Fig. 1: run 1, the metal 2 layer
Cells faint in the background.
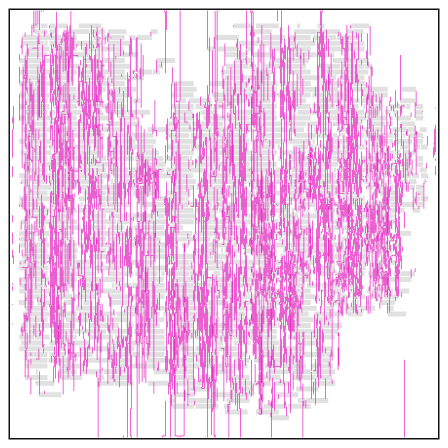
Fig. 2: run 1, where the registers sit
Other sequential cells in the stronger grey, the rest of the logic in the fainter grey.
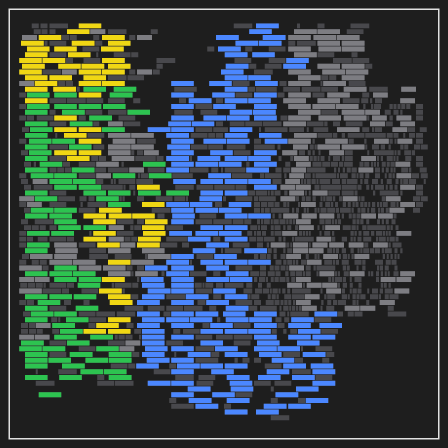
Fig. 3: run 1, track usage over the die
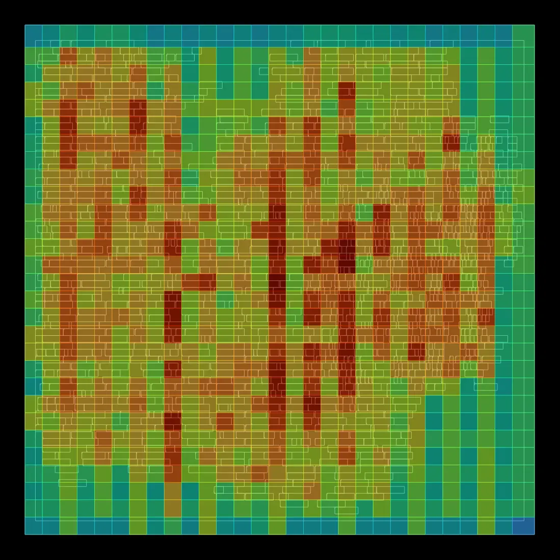
==> config.mk <==
export PLATFORM = sky130hd
export DESIGN_NAME = awg_seq_ctrl
export DESIGN_NICKNAME = d
export VERILOG_FILES = /design/src/rtl/awg_seq_ctrl.sv
export SDC_FILE = /design/constraint.sdc
export NUM_CORES = 1
export LEC_CHECK = 0
export CAP_MARGIN = 20
export CORE_MARGIN = 4
export CORE_UTILIZATION = 54
export DETAILED_ROUTE_END_ITERATION = 10
export GPL_TIMING_DRIVEN = 0
export PLACE_DENSITY = 0.85
export SETUP_SLACK_MARGIN = 0.5
export SLEW_MARGIN = 20
export SYNTH_ARGS = -nofsm -noshare
export SYNTH_HDL_FRONTEND = slang
export SYNTH_SLANG_ARGS = --single-unit
==> constraint.sdc <==
create_clock -name clk -period 5.5 [get_ports clk]
set_input_delay 1.1 -clock clk [delete_from_list [all_inputs] [get_ports clk]]
set_output_delay 1.1 -clock clk [all_outputs]
set_load 0.1 [all_outputs]
==> design notes, run 1 <==
The worst slew margin relative to its limit was 27.6%; the mean instance size in the synthesized netlist was 17.3 um^2. Multi-input gates account for 23.2% of the area. Data on the critical path is required at its endpoint by 6.01 ns. In this run the register-to-register setup slack is 1.30 ns. Setup repair after global routing left no endpoint under its margin. Of all the cell area in the finished design, the clock network holds 6.69%.

STA on the placed design reports a worst setup slack of 1.52 ns. Per the summary, power density relative to cell area is 360 nW/um^2. Leaving out fill and tap cells, the most frequent cells in the layout are sky130_fd_sc_hd__edfxtp_1, sky130_fd_sc_hd__mux4_2, sky130_fd_sc_hd__dfxtp_1. The run gives 22 for the maximum number of pins on one net before global-route repair. In the final layout, the share of cells above drive strength 1 is 18.6%. The run gives 10.3% as the relative contribution of combinational cells to total power. The area of all placed cells without fillers was 24200 um^2; the routed wire length on met2 was 23.7 mm. After clock tree synthesis, the clock-pin slew on the worst setup and hold paths is 0.06 ns.

The remaining global-route overflow was 0; the longest individual stage delay on the worst path was 0.90 ns. The flow ran to the end, and the final reports show no timing, DRC or antenna violations. The run gives 50.9% for the sequential cell fraction of total power.

The top cell type in the final layout, fill and taps aside, is sky130_fd_sc_hd__edfxtp_1. In this run the critical path is formed by buf_2 > buf_2 > buf_6 > buf_6 > mux4_2 > mux2i_1 > ha_1 > nand3_1 > nor4_1 > mux2_2 > o21ai_1. Power attributed to the clock group is 0.00338 W.

Sequential elements use 71.1% of the synthesized area. The tools report the internal power contribution as 0.00659 W. The final timing report lists a hold violation count of 0. The net switching power in the latest report is 0.00212 W. The minimum clock period after layout came out at 4.20 ns. The run gives 59.7% for the flip-flop and latch share of the layout cell area.

The tools report the number of routed nets with antenna violations as 0. Once placement finished, the instance area stood at 22600 um^2. The stage logs contain a warning count of 28. Per the layout report, the design carries 10 non-clock inverters. Measured in cells, the most critical reg-to-reg path has a length of 11. The tools report the total negative slack as 0 ns. The number of post-CTS setup repair buffers came out at 0.

The portion of the layout cell area used by non-clock buffers is 7.66%. The cell-mix breakdown from Yosys lists the XOR/XNOR area share as 0.819%. The register with the most flip-flops in the layout has 192 of them.

Per the OpenROAD floorplan log, the height of the die is 202 um. The critical path buffer and inverter count is 4. The congestion estimate from routability-driven global placement came to 0.897. The tools report the I/O pin count as 99. The run gives 0 for the number of maximum-capacitance constraint violations.

Per report_power, the top consumer among the power groups is registers. The analysis reports a worst IR drop on VDD of 0.312 mV. Sequential cells placed in the final layout were counted as 514. The via count of the first global-routing pass is 11938, and the proportion of synthesized flip-flops having asynchronous set or reset is 0%.
Back to the opening pictures, Fig. 1:
- wire length on this layer: 23.7 mm
- longest straight run: 90.3 um
- share of all routed wire: 51%
- nets with wire on the layer: 1285
total wire length: 46.2 mm
total number of vias: 11542
met2 routing resource usage after global routing: 39.4%

Back to the opening pictures, Fig. 2:
- tbl_freq: green (placed flops 96)
- tbl_dwell: blue (placed flops 192)
- tbl_phase: yellow (placed flops 64)
- not coloured: 162
final standard cell utilization of the core: 65.7%
P_seq: 0.00444 W
FF+latch area: 14500 um^2

Back to the opening pictures, Fig. 3:
Overall Global Routing Usage: 22.7%
global routing usage on met1: 28.5%
DR WL/cell: 24.3 um
met3 Track Usage GR: 5.65%
peak-usage layer in the global routing report: met2

==> run 1 -> run 2 <==
==> constraint.sdc (replaced) <==
create_clock -name clk -period 3.77 [get_ports clk]
set_input_delay 0.754 -clock clk [delete_from_list [all_inputs] [get_ports clk]]
set_output_delay 0.754 -clock clk [all_outputs]
set_load 0.1 [all_outputs]
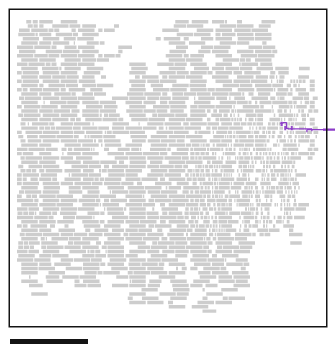
Fig. 4. Port wiring (run 2).
Bar = 50 um.
- stop: purple (bits 1; direction input; end cells 3; buffers 1; wire 40.0 um)
boundary pin count: 99
Port Buffer Count: 97

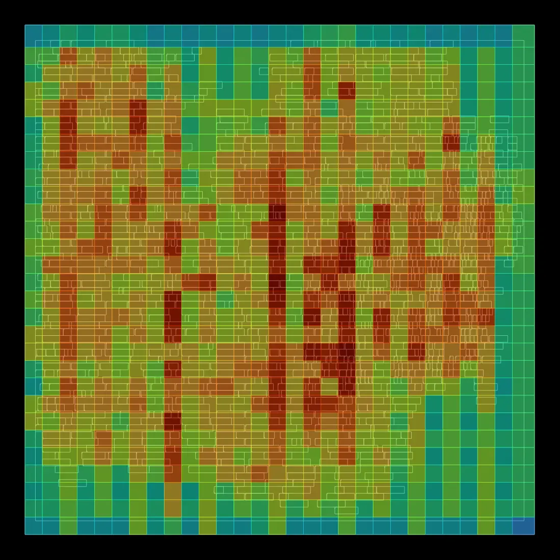
Fig. 5. Track usage over the die (run 2).
global routing usage on met1: 28.7%
Overall Global Routing Usage: 22.8%
met3 Track Usage GR: 5.58%
final standard cell utilization of the core: 66.3%

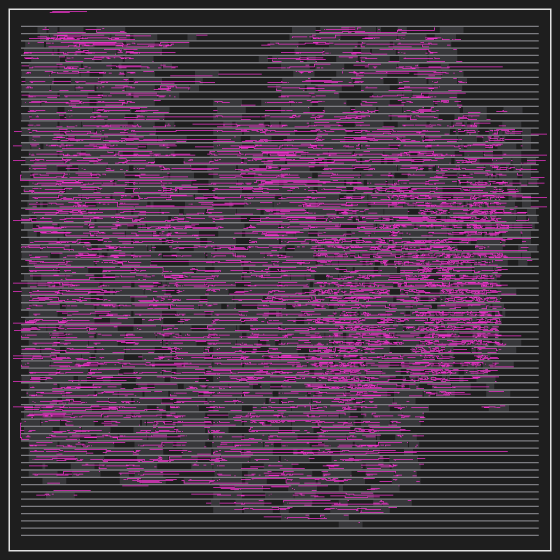
Fig. 6. Met1 routing (run 2).
Supply wires on this layer in grey. Cells faint in the background.
- main direction: horizontal
- longest straight run: 41.4 um
- wire length on this layer: 17800 um
- share of all routed wire: 38%
total number of vias: 11723
total wire length: 47.0 mm

==> run 2 against run 1 <==
Against the previous run:
- area after synthesis unchanged
- global-route usage increased by 0.16 points
- clock skew decreased by 0.0016 ns
- die area unchanged
- setup slack got worse by 0.72 ns
- largest power group unchanged
- worst hold slack about the same
- register-to-register slack got worse by 0.72 ns
- clock-buffer cell count unchanged
- power increased by 46%
- fmax increased by 32%
==> design notes, run 2 <==
The average detailed-routed wire length per instance is 24.7 um. Total negative slack: 0 ns. Max-cap violations in this run came to 0. At the floorplan stage, the core utilization is reported as 55.1%. The clock transition at the registers of the reported paths came out at 0.06 ns.

Detailed routing placed a total of 24.1 mm of wire on met2. Standard cell with the maximum stage delay on the critical path: sky130_fd_sc_hd__or4_1. Measured on the final layout, buffering overhead outside the clock network stands at 7.91%. The fraction of cell area in sequential cells is reported as 59.1%.

The run gives 0.00962 W as the internal power contribution. In this run the tools logged warnings totalling 31. Per the layout area report, the combinational fraction of cell area is 23.6%. For this run, global-route usage on met2 was measured as 39.6%. The script reports the combined buffer and inverter count of the critical path as 2. The power share of the clock group came out at 38.7%. Remaining global-route overflow: 0.

The detail route stage leaves a number of antenna-violating nets equal to 0. Dividing total power by cell area gives a power density of 521 nW/um^2. The power report attributes to the sequential group a share of 50.8%.

In the detailed route, the total length drawn on met3 is 3.74 mm. The routed wirelength on the met1 layer is recorded as 17.8 mm. Counting plain and timing-repair buffers in the layout gives 192. The worst setup path is launched from a register.

The library cell used most frequently in the layout, excluding fill and tap cells, is sky130_fd_sc_hd__edfxtp_1. TritonCTS built the clock tree. Mean instance size in the synthesized netlist: 17.3 um^2. The post-synthesis register bit count came out at 514. The tools report the area of the die as 40800 um^2. The cell sequence reported for the critical path is buf_4 > buf_6 > mux4_2 > mux2_2 > or4_1 > nor3_1 > and4_1 > o31ai_1. Data on the critical path arrives at its endpoint at 3.66 ns.

The number of post-CTS setup repair buffers is 2. For the finished layout, the period the worst path requires is 3.19 ns. Ranked by instance count, the synthesized netlist is headed by sky130_fd_sc_hd__edfxtp_1, sky130_fd_sc_hd__mux4_2, sky130_fd_sc_hd__dfxtp_1.

The warning tally printed by Yosys for this design is 0. The relative contribution of combinational cells to total power came out at 10.5%. Combinational cells consume a total of 0.00133 W. For the power of the sequential group, the log shows 0.00647 W. Net switching is 24.5% of the power. The depth of the worst register-to-register path is 8.

The count of sequential standard cells was 514. The longest individual stage delay on the worst path came out at 0.64 ns. The logs give 22 for the maximum number of pins on one net before global-route repair and 0.00494 W for the clock-net power. The worst slew margin relative to its limit is 30.7%, and the inserted tap cell count is 504. Compared with the post-synthesis result, the final layout area differs by 20.4%.

For this design, the CTS-stage hold fixing added 0 buffers. The post-synth tally of flip-flops with integrated enable came out at 416. Of the cells placed in the final design, the portion with a size suffix greater than 1 is 20.8%. Logged for this run, the post-placement worst setup slack is -0.211 ns.

The biggest power consumer among the groups is registers. Walking the critical path from launch to capture passes 8 cell instances. The top-area cell type share of the netlist area was 61.5%. The flip-flop count of the largest register, all copies and words added is 192.

The clock network takes up 6.62% of total cell area after layout. The number of antenna violations at the first check in global routing is 5. After synthesis, flip-flops and latches occupy 71.1% of the total area.

With the routability congestion estimate from global placement at 0.897, the final hold slack is 0.459 ns. Per the placement report, the placed cell count is 1804. The floorplan step defined a core boundary enclosing 36900 um^2. The vias per cell is 6.15, and the highest clock rate is 313 MHz. Setup repair after global routing could not meet its margin everywhere.

In this run the cell area measured after placement is 22600 um^2. The die is 202 um tall. The run gives 12038 for the via count of the first global-routing pass. The HPWL after detailed placement is 29.3 mm.

The logs give 2310 for the number of fill cells in the layout and 1175 for the post-synthesis cell count. The count of multi-input combinational gates was 589. Per the power-grid run, VDD falls by no more than 0.456 mV. The clock tree synthesis step divided the H-tree into 2 levels. The run gives 0% for the proportion of synthesized flip-flops having asynchronous set or reset. The most common logic cells in the final layout are sky130_fd_sc_hd__edfxtp_1, sky130_fd_sc_hd__mux4_2, sky130_fd_sc_hd__dfxtp_1.

The pin closest to its max-slew limit shows a slew of 1.04 ns. After the flow finishes, the layout carries non-filler instances totaling 1905. Peak-usage layer in the global routing report: met2. The non-clock inverters instantiated in the layout total 10. The cell-mix breakdown from Yosys lists the XOR/XNOR area share as 0.819%.

The flow ran to the end, and the final reports show no timing, DRC or antenna violations. Endpoints failing hold in the final report were tallied at 0. The tools report the detailed-routing iteration count for the pre-antenna-repair pass as 5.

The layout report lists the combined flip-flop and latch area as 14500 um^2. The worst-case reg-to-reg setup slack stands at 0.58 ns. The area of all placed cells without fillers came out at 24500 um^2. The first-pass GRT wire length is 71.5 mm. Yosys shows that the main logic family after synthesis is multiplexers. The OpenROAD report gives the critical path a required time of 4.23 ns. Summed over all nets, the switching power comes to 0.00312 W.
Power and IR drop assume default switching activity.
